Signal wires on met1:
Bar = 100 um. Supply wires on this layer in grey.
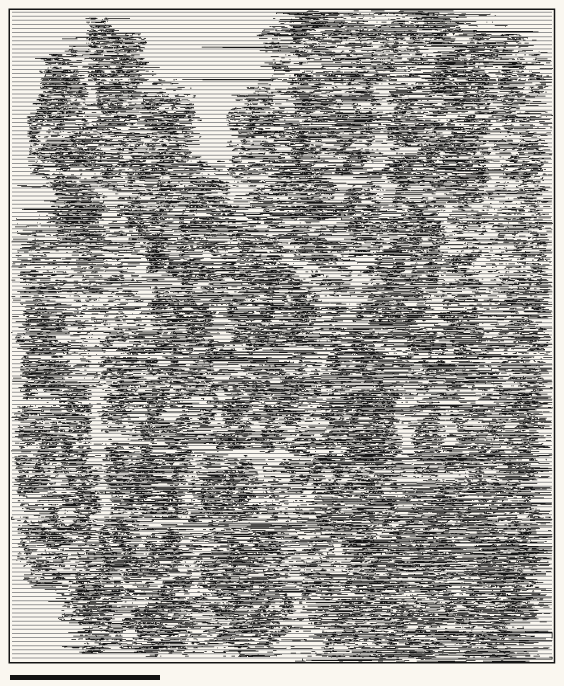
The metal 2 layer:
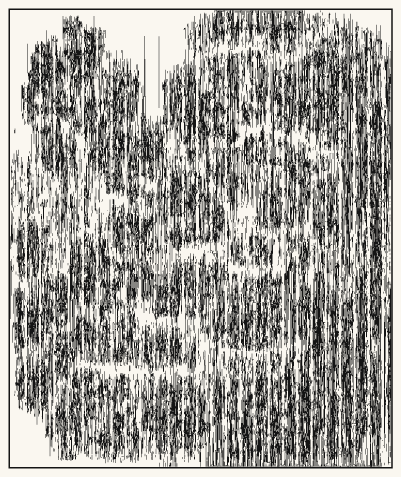
Design msk_aes128_key_expander_flat, sky130hd; sources not shown.
==> qor.txt <==
Outcome: finished clean
Buffers on Ports: 648
Critical Path Most Common Cell: xnor2_1
Synth warnings: 0
Critical Path RT: 25810 ps
Largest type area fraction: 20.17%
Fin area: 88500 um^2
Clock root cell: clkbuf_16
Cell Count Post-Placement: 12.48k
RSZ-0062 raised after global routing: false
Clk buf depth: 3
Placer Congestion: 1.013
CTS sink count: 465
Dpl ws: 5973 ps
Worst-margin pin slew: 1234 ps
DRC viols: 0
Min-delay worst type: flip-flop to flip-flop
Mapped Cells: 10.12k
Peak fanout along the critical path: 24
Met3 Usage GRT: 7.917%
Via-per-instance ratio: 6.036
Final period utilization: 78.39%
Final hold slack: 329.7 ps
CP arrival: 20360 ps
Antenna violations before repair: 48
# Post-CTS Setup Buffers: 0
Clk_skew: 105.6 ps
R2R depth: 57
Synthesis-to-layout area growth: 13.86%
Number of distinct library cells after synthesis: 131
Vias in the first global route: 70.30k
R2r setup slk: 5450 ps
Synth Cell Area: 77730 um^2
Die height: 433.9 um
CP max stage delay: 850 ps
CTS tree: built
Die area: 157000 um^2
Starting DRT DRC Count: 8479
ANT nets after route: 0
CP max stage cell: xnor3_1
#FFs+latches synth: 465
Hold buffer count at CTS: 0
Stage-log warning count: 26
Core Area: 154400 um^2
Critical path type: flip-flop to flip-flop
Post-Route Utilization: 57.32%
DRT Pass-1 Iters: 7
Max-slew headroom at the worst pin: 17.43%
Commonest cells post-synth: xnor2_1 (1790), nor2_1 (1251), nand2_1 (1034)
Setup_tns: 0 ps
DP Area: 86390 um^2
First-pass GRT wire length: 446.3 mm
# rows: 158
CP endpoint kind: flip-flop
Final Hold Fails: 0
GR peak layer: met2
Mapped Avg Cell Area: 7.685 um^2
Crit path launch type: flip-flop
Layout Nets: 10.88k
Post_cts resized: 0
Chip area line of the yosys report: 77730 um^2
Final setup margin: 5446 ps
Final Non-Filler Cells: 12.61k
Asr flop ratio synth: 0%
Late-Pin Clk Latency: 730 ps
Share of layout cells above drive strength 1: 7.350%
# setup viols final: 0
Ports: 649
GRT Util Overall: 36.54%
Post-DR wirelength/cell: 23.75 um
Clk slew on worst S/H paths: 70 ps
Post-synth EDFFs: 0
Commonest flop: dfxtp_1
Slew Viols, Final: 0
Die X: 361.9 um
Hold path cells: 1
Max Cap Viol: 0
# H-tree levels: 2
Top area cell types: xnor2_1 (20%), dfxtp_1 (12%), xnor3_1 (7.6%)
-- 'signal wires on met1' (at the start) --
- longest straight run: 97.5 um
- share of all routed wire: 39%
routed via count: 76.09k
met1 Use GR: 44.68%
routed wire length: 299.4 mm

-- 'the metal 2 layer' (at the start) --
- main direction: vertical
- longest straight run: 160 um
- share of all routed wire: 45%
- nets with wire on the layer: 8948
met2 usage: 58.82%

[layer usage]
layer	vias to the layer above	routed length [um]
met5	-	294
met4	44	20270
met3	675	26970
met2	3530	135300
met1	36337	116500
li1	35507	-
[cells by family (layout without fill, tap and decap cells)]
| family | Yosys count | after routing | share of synthesized area (%) |
|---|---|---|---|
| simple gates | 3394 | 3394 | 19.38 |
| xor+xnor | 2963 | 2963 | 41.67 |
| compound gates | 2153 | 2153 | 17.91 |
| buf+inv | 804 | 1193 | 4.578 |
| flops | 465 | 465 | 11.98 |
| mux | 306 | 306 | 4.006 |
| fa+ha+maj | 30 | 30 | 0.4829 |
| other cells | 0 | 23 | 0 |
[worst max-delay path, delay by kind of cell (launching register included)]
kind	cells	cell delay [ps]
muxes	2	300
DFF	1	370
AOI/OAI and AO/OA	17	4280
xor gates and xnor gates	16	6780
adders and majority gates	3	1770
buffers and inverters	3	1430
and+or+nand+nor	16	4680
[cells in the final DEF, fill, tap and decap left out, types with 134 or more instances in the layout]
master,instances
xnor2_2,139
clkdlybuf4s50_1,647
o21ai_0,400
inv_1,134
a21oi_1,615
o22ai_1,190
nor3_1,226
dfxtp_1,464
nand2_1,1033
mux2i_1,268
nor2_1,1250
xnor2_1,1754
xor2_1,651
nand3_1,278
buf_4,278
and2_1,140
xnor3_1,261
[layout make-up]
| class | instances | area (um^2) |
|---|---|---|
| diodes | 23 | 57.56 |
| fillers | 14409 | 65890 |
| well taps | 2080 | 2603 |
| clock inverters | 34 | 509.2 |
| multi-input cells | 8846 | 65270 |
| clock buffers | 68 | 1536 |
| flip-flops and latches | 465 | 9313 |
| repair buffers | 927 | 8598 |
| inverters | 164 | 616.8 |
